==> src/rtl/multi_rate_tick_gen.sv <==
// multi_rate_tick_gen
// One shared prescaler makes a base tick. NUM_CH channels divide that base
// tick by a runtime-programmable period. Each channel gives a 1-clk pulse and
// a 50% duty toggle. A global turbo mode divides every period by 2^TURBO_SHIFT.
//
// Ports:
//   clk        system clock
//   reset      asynchronous, active-high reset
//   enable     1 = prescaler runs; 0 = whole block frozen
//   turbo      1 = shortened periods on all channels
//   restart    per-channel synchronous restart
//   period     channel i period in base ticks, bits [i*PER_W +: PER_W]
//   base_tick  1-clk pulse every BASE_DIV enabled cycles
//   tick       per-channel 1-clk pulse at the end of each period
//   duty50     per-channel level that toggles on every tick
module multi_rate_tick_gen #(
  parameter int unsigned BASE_DIV    = 100_000,
  parameter int unsigned NUM_CH      = 4,
  parameter int unsigned PER_W       = 16,
  parameter int unsigned TURBO_SHIFT = 4
) (
  input  logic                    clk,
  input  logic                    reset,
  input  logic                    enable,
  input  logic                    turbo,
  input  logic [NUM_CH-1:0]       restart,
  input  logic [NUM_CH*PER_W-1:0] period,
  output logic                    base_tick,
  output logic [NUM_CH-1:0]       tick,
  output logic [NUM_CH-1:0]       duty50
);

  localparam int unsigned PCNT_W = (BASE_DIV > 1) ? $clog2(BASE_DIV) : 1;
  localparam logic [PCNT_W-1:0] PCNT_LAST = PCNT_W'(BASE_DIV - 1);

  logic [PCNT_W-1:0] pcnt;
  logic [PCNT_W-1:0] pcnt_nxt;
  logic              pre_hit_c;

  logic [PER_W-1:0]  cnt      [NUM_CH];
  logic [PER_W-1:0]  cnt_nxt  [NUM_CH];
  logic [PER_W-1:0]  eff_c    [NUM_CH];
  logic [NUM_CH-1:0] tick_nxt;
  logic [NUM_CH-1:0] duty_nxt;

  // Prescaler: wraps at BASE_DIV-1, holds while disabled.
  always_comb begin
    pre_hit_c = enable && (pcnt == PCNT_LAST);
    pcnt_nxt  = pcnt;
    if (pre_hit_c) begin
      pcnt_nxt = '0;
    end else if (enable) begin
      pcnt_nxt = pcnt + PCNT_W'(1);
    end
  end

  // Effective period per channel; turbo result is clamped to at least 1.
  always_comb begin
    logic [PER_W-1:0] per_v;
    logic [PER_W-1:0] shr_v;
    per_v = '0;
    shr_v = '0;
    for (int i = 0; i < int'(NUM_CH); i++) begin
      per_v = period[i*PER_W +: PER_W];
      shr_v = per_v >> TURBO_SHIFT;
      eff_c[i] = per_v;
      if (turbo) begin
        eff_c[i] = (shr_v == '0) ? PER_W'(1) : shr_v;
      end
    end
  end

  // Channel next state. The >= compare lets a shrunk period fire on the next
  // base tick instead of wrapping the counter. eff_c is >= 1 whenever the
  // period is nonzero, so eff_c-1 cannot underflow in that branch.
  always_comb begin
    for (int i = 0; i < int'(NUM_CH); i++) begin
      cnt_nxt[i]  = cnt[i];
      tick_nxt[i] = 1'b0;
      duty_nxt[i] = duty50[i];
      if (restart[i]) begin
        cnt_nxt[i]  = '0;
        duty_nxt[i] = 1'b0;
      end else if (period[i*PER_W +: PER_W] == '0) begin
        cnt_nxt[i] = '0;
      end else if (pre_hit_c) begin
        if (cnt[i] >= (eff_c[i] - PER_W'(1))) begin
          cnt_nxt[i]  = '0;
          tick_nxt[i] = 1'b1;
          duty_nxt[i] = ~duty50[i];
        end else begin
          cnt_nxt[i] = cnt[i] + PER_W'(1);
        end
      end
    end
  end

  // State and output registers.
  always_ff @(posedge clk or posedge reset) begin
    if (reset) begin
      pcnt      <= '0;
      base_tick <= 1'b0;
      tick      <= '0;
      duty50    <= '0;
      for (int i = 0; i < int'(NUM_CH); i++) begin
        cnt[i] <= '0;
      end
    end else begin
      pcnt      <= pcnt_nxt;
      base_tick <= pre_hit_c;
      tick      <= tick_nxt;
      duty50    <= duty_nxt;
      for (int i = 0; i < int'(NUM_CH); i++) begin
        cnt[i] <= cnt_nxt[i];
      end
    end
  end

endmodule

==> config.mk <==
export PLATFORM = sky130hd
export DESIGN_NAME = multi_rate_tick_gen
export DESIGN_NICKNAME = d
export VERILOG_FILES = /design/src/rtl/multi_rate_tick_gen.sv
export SDC_FILE = /design/constraint.sdc
export NUM_CORES = 1
export LEC_CHECK = 0
export ABC_AREA = 1
export CORE_ASPECT_RATIO = 0.7
export CORE_UTILIZATION = 45
export CTS_BUF_LIST = sky130_fd_sc_hd__clkbuf_4
export DETAILED_ROUTE_END_ITERATION = 6
export PLACE_DENSITY = 0.65
export RECOVER_POWER = 50
export SLEW_MARGIN = 20
export SYNTH_ARGS = -nofsm -noshare
export SYNTH_HDL_FRONTEND = slang
export SYNTH_SLANG_ARGS = --single-unit
==> constraint.sdc <==
create_clock -name clk -period 3.46 [get_ports clk]
set_clock_uncertainty 0.05 [all_clocks]
set_input_delay 0.346 -clock clk [delete_from_list [all_inputs] [get_ports clk]]
set_output_delay 0.346 -clock clk [all_outputs]
set_load 0.01 [all_outputs]
==> run_1/final_congestion.png <==
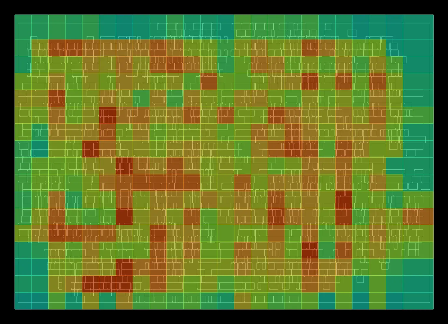
met3 capacity usage during global routing: 3.11%
met1 track demand over resource in global routing: 38.4%
combined global-route utilization of all metal layers: 23.8%
wire length per cell after detailed routing: 13.0 um
Post-Route Utilization: 56.4%

==> run_1/drive_strength.png <==
(2 px per um)
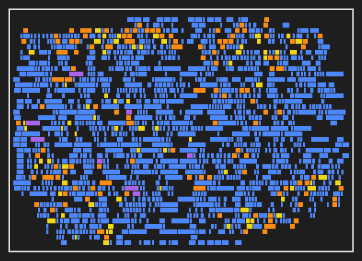
size	colour	cells	share
drive 6 and up	purple	8	0.52%
drive 3 to 4	orange	120	7.9%
drive 1 or less	blue	1330	87%
drive 2	yellow	69	4.5%

==> run_1/zoom.png <==
Window x 30 to 55, y 78 to 103 um. Cells in grey, sequential cells in the stronger grey; small squares are vias.
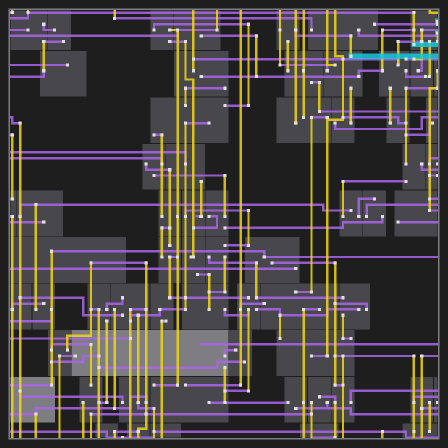
layer	colour
met2	yellow
met1	purple
met3	cyan
cells with their middle in the window	51
sequential cells in the window	1
most frequent	nand2_1 (16), nor2_1 (6), inv_1 (6)
netlist names of flops here include	cnt (1)

run 1: metal layers:
| metal | GRT usage [%] | wire length, um |
|---|---|---|
| met2 | 33.5 | 9330 |
| met1 | 38.4 | 12500 |
| met5 | 0 | 0 |
| met3 | 3.11 | 1240 |
| met4 | 3.57 | 162 |
run 1: cells in the final DEF (no fill, tap or decap), types with 15 or more instances in the layout:
master	synthesis	final
sky130_fd_sc_hd__nor2_1	183	183
sky130_fd_sc_hd__nand2_1	337	336
sky130_fd_sc_hd__dfrtp_1	90	90
sky130_fd_sc_hd__buf_4	3	94
sky130_fd_sc_hd__nand3_1	90	90
sky130_fd_sc_hd__ha_1	73	73
sky130_fd_sc_hd__nand4_1	57	57
sky130_fd_sc_hd__nor2_2	18	18
sky130_fd_sc_hd__xor2_1	68	68
sky130_fd_sc_hd__nor3_1	37	36
sky130_fd_sc_hd__o21ai_0	33	33
sky130_fd_sc_hd__o21ai_1	24	24
sky130_fd_sc_hd__inv_1	198	197
sky130_fd_sc_hd__a21oi_1	37	36
sky130_fd_sc_hd__clkdlybuf4s50_1	0	78
sky130_fd_sc_hd__nand2_2	14	15
run 1: power by group through the flow:
stage / Clock (mW) / Sequential, mW / Combinational, mW
2_1_floorplan: 0 / 1.15 / 0.474
3_3_place_gp: 0 / 1.16 / 0.743
3_5_place_dp: 0 / 1.16 / 0.752
4_1_cts: 0.591 / 1.14 / 0.757
5_1_grt: 0.631 / 1.15 / 0.853
6_report: 0.566 / 1.15 / 0.753
run 1: stage by stage:
stage | util, % | power [mW] | area [um^2]
3_5_place_dp | 55.8 | 1.92 | 10700
2_1_floorplan | - | 1.63 | 9010
4_1_cts | 56.5 | 2.49 | 10900
5_1_grt | 56.4 | 2.64 | 10900
3_3_place_gp | 55.8 | 1.91 | 10700
6_report | 56.4 | 2.47 | 10900
==> notes.md, run 1 <==
Implementation status.

- The run finished, with violations left.
- The final reports fail on max-capacitance violations, max-slew violations.
- The clock share of power is approximately 23%.
- The count of cells resized by post-cts repair is 0.
- By instance count, the cell type seen most on the critical path is sky130_fd_sc_hd__nand2_1.
- Among the non-sequential cells, simple AND/OR/NAND/NOR gates take the most area.
- Of the total synthesized cell area, the portion taken by full adders, half adders and majority gates is 10.1%.
- The and-or/or-and share of the synthesized area is under 10%.
- The total negative slack for setup checks is 0 ns.
- The standard-cell row count is about 42.
- The number of nets at floorplan is 1497.
- The minimum setup slack after placement is -0.147 ns.
- Cells with a size suffix above 1 make up about an eighth of the layout.
- The run reported a max-capacitance violation count of 1.
- The sum of routed wire length over all layers is roughly 23000 um.
- The multi-input gate share of the layout cell area is between 50 and 60%.
- The number of max-slew violations in the final report is roughly 51.
- Buffers inserted to repair hold after CTS numbered 0.
- The registers reported with the highest flop counts are cnt: 64 flops, pcnt: 17 flops.
- The actual slew at the worst max-slew pin is 2.21 ns.
==> run 2: changes to the inputs <==
- CORE_MARGIN: not set -> 2
- CORE_UTILIZATION: 45 -> 60
- PLACE_DENSITY: 0.65 -> 0.83
- SLEW_MARGIN: 20 -> 30
==> run_2/met1.png <==
(3 px per um)
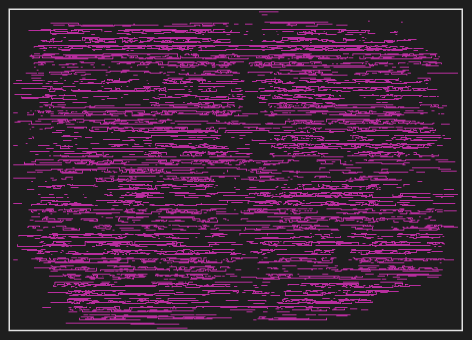
main direction	horizontal
share of all routed wire	47%

==> run 2 against run 1 <==
Compared with the run above:
- the flow still finishes with violations (max-capacitance violations, max-slew violations)
- cell area fell by 1.6%
- clock-buffer cell count up 1
- sequential share of layout area grew 0.33 points
- worst setup slack got worse by 0.071 ns
- highest routed layer unchanged
- critical path depth stayed put
- die area shrank 22%
==> notes.md, run 2 <==
Implementation status.

- The number of max-slew violations in the final report is between 50 and 60.
- Detailed routing inserted a total of 9223 vias.
- The final design utilization is between 70% and 80%.
- The met3 routing resource usage after global routing is about 5.8%.
- At the pin with the least slew margin, the transition time is approximately 2.1 ns.
- The most frequent cell on the critical path is sky130_fd_sc_hd__nand2_1.
- The flow ran to the end, but the final reports show violations.
- Counting every net in the synthesized netlist gives 1497.
- The library cells used most frequently in the layout, excluding fill and tap cells, are sky130_fd_sc_hd__nand2_1 (337), sky130_fd_sc_hd__inv_1 (198), sky130_fd_sc_hd__nor2_1 (184).
- Per the GRT log, the top usage layer is met2.
- The standard-cell row count is 37.
- The most common logic cell in the routed design is sky130_fd_sc_hd__nand2_1.
- Per the detailed placement report, the placed cell area equals between 10000 and 15000 um^2.
- Dividing the synthesized area by the synthesized cell count gives 6.67 um^2.
- The TritonCTS clock tree is yes.
- The final reports fail on max-capacitance violations, max-slew violations.
- The overall power consumption is 2.62 mW.
- For this run, global-route usage on met2 was measured as a little under half.
- Setup slack on the worst path after placement came out at -0.197 ns.
- Per the detail_route log, met2 wirelength is approximately 10000 um.
- Summing all non-filler instances in the final layout gives an area of about 11000 um^2.
- In the post-route report, total wirelength is listed as 23400 um.
- The post-CTS hold buffer count recorded in the log is 0.
- The count of cells resized by post-cts repair is 0.
- The number of maximum-capacitance constraint violations is 1.
- The top routing layer in use is met4.
==> run_2/final_congestion.png <==
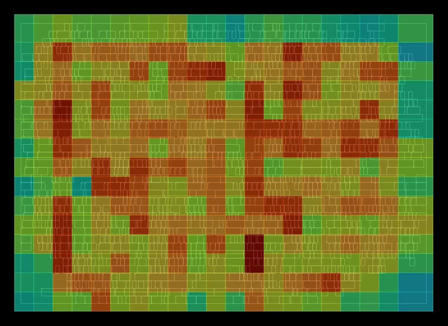
met1 track demand over resource in global routing: 44.5%
wire length per cell after detailed routing: 13.7 um

-- run 2: cell counts after synthesis --
Identical to the previous run, type by type.
-- run 2: how the worst max path moves through the flow --
| stage | startpoint | to | slack (ns) | cells past startpoint |
|---|---|---|---|---|
| 2_1_floorplan | turbo | cnt[37]$_DFFE_PP0P_ | 0.24 | 21 |
| 3_3_place_gp | period[60] | cnt[6]$_DFFE_PP0P_ | -0.12 | 23 |
| 3_5_place_dp | period[60] | cnt[6]$_DFFE_PP0P_ | -0.20 | 23 |
| 4_1_cts | period[21] | cnt[42]$_DFFE_PP0P_ | 0.30 | 23 |
| 5_1_grt | period[60] | cnt[7]$_DFFE_PP0P_ | 0.01 | 23 |
| 6_report | period[58] | cnt[4]$_DFFE_PP0P_ | 0.28 | 23 |
-- run 2: logic make-up after synthesis --
| group | count (synthesis) | synth area share, % |
|---|---|---|
| and+or+nand+nor | 762 | 38.2 |
| xor gates and xnor gates | 75 | 7.29 |
| adders and majority gates | 73 | 10.1 |
| buffers and inverters | 227 | 11.0 |
| DFF | 90 | 25.0 |
| AOI/OAI and AO/OA | 125 | 8.34 |
-- run 2: area by class of cell --
| cell class | instances | area share [%] |
|---|---|---|
| Sequential cell | 90 | 21.1 |
| Timing Repair Buffer | 163 | 13.7 |
| Clock buffer | 10 | 0.703 |
| Multi-Input combinational cell | 1035 | 54.0 |
| Inverter | 207 | 7.27 |
| Clock inverter | 6 | 0.914 |
| Tap cell | 195 | 2.28 |
-- run 2: power groups by stage --
stage	registers [mW]	clock network [mW]	logic, mW
global placement	1.16	0	0.710
floorplan	1.15	0	0.474
detailed placement	1.17	0	0.737
finish	1.15	0.724	0.746
global route	1.16	0.787	0.841
CTS	1.15	0.737	0.742
Power figures rest on the tool's default switching activity, not on a simulated workload.
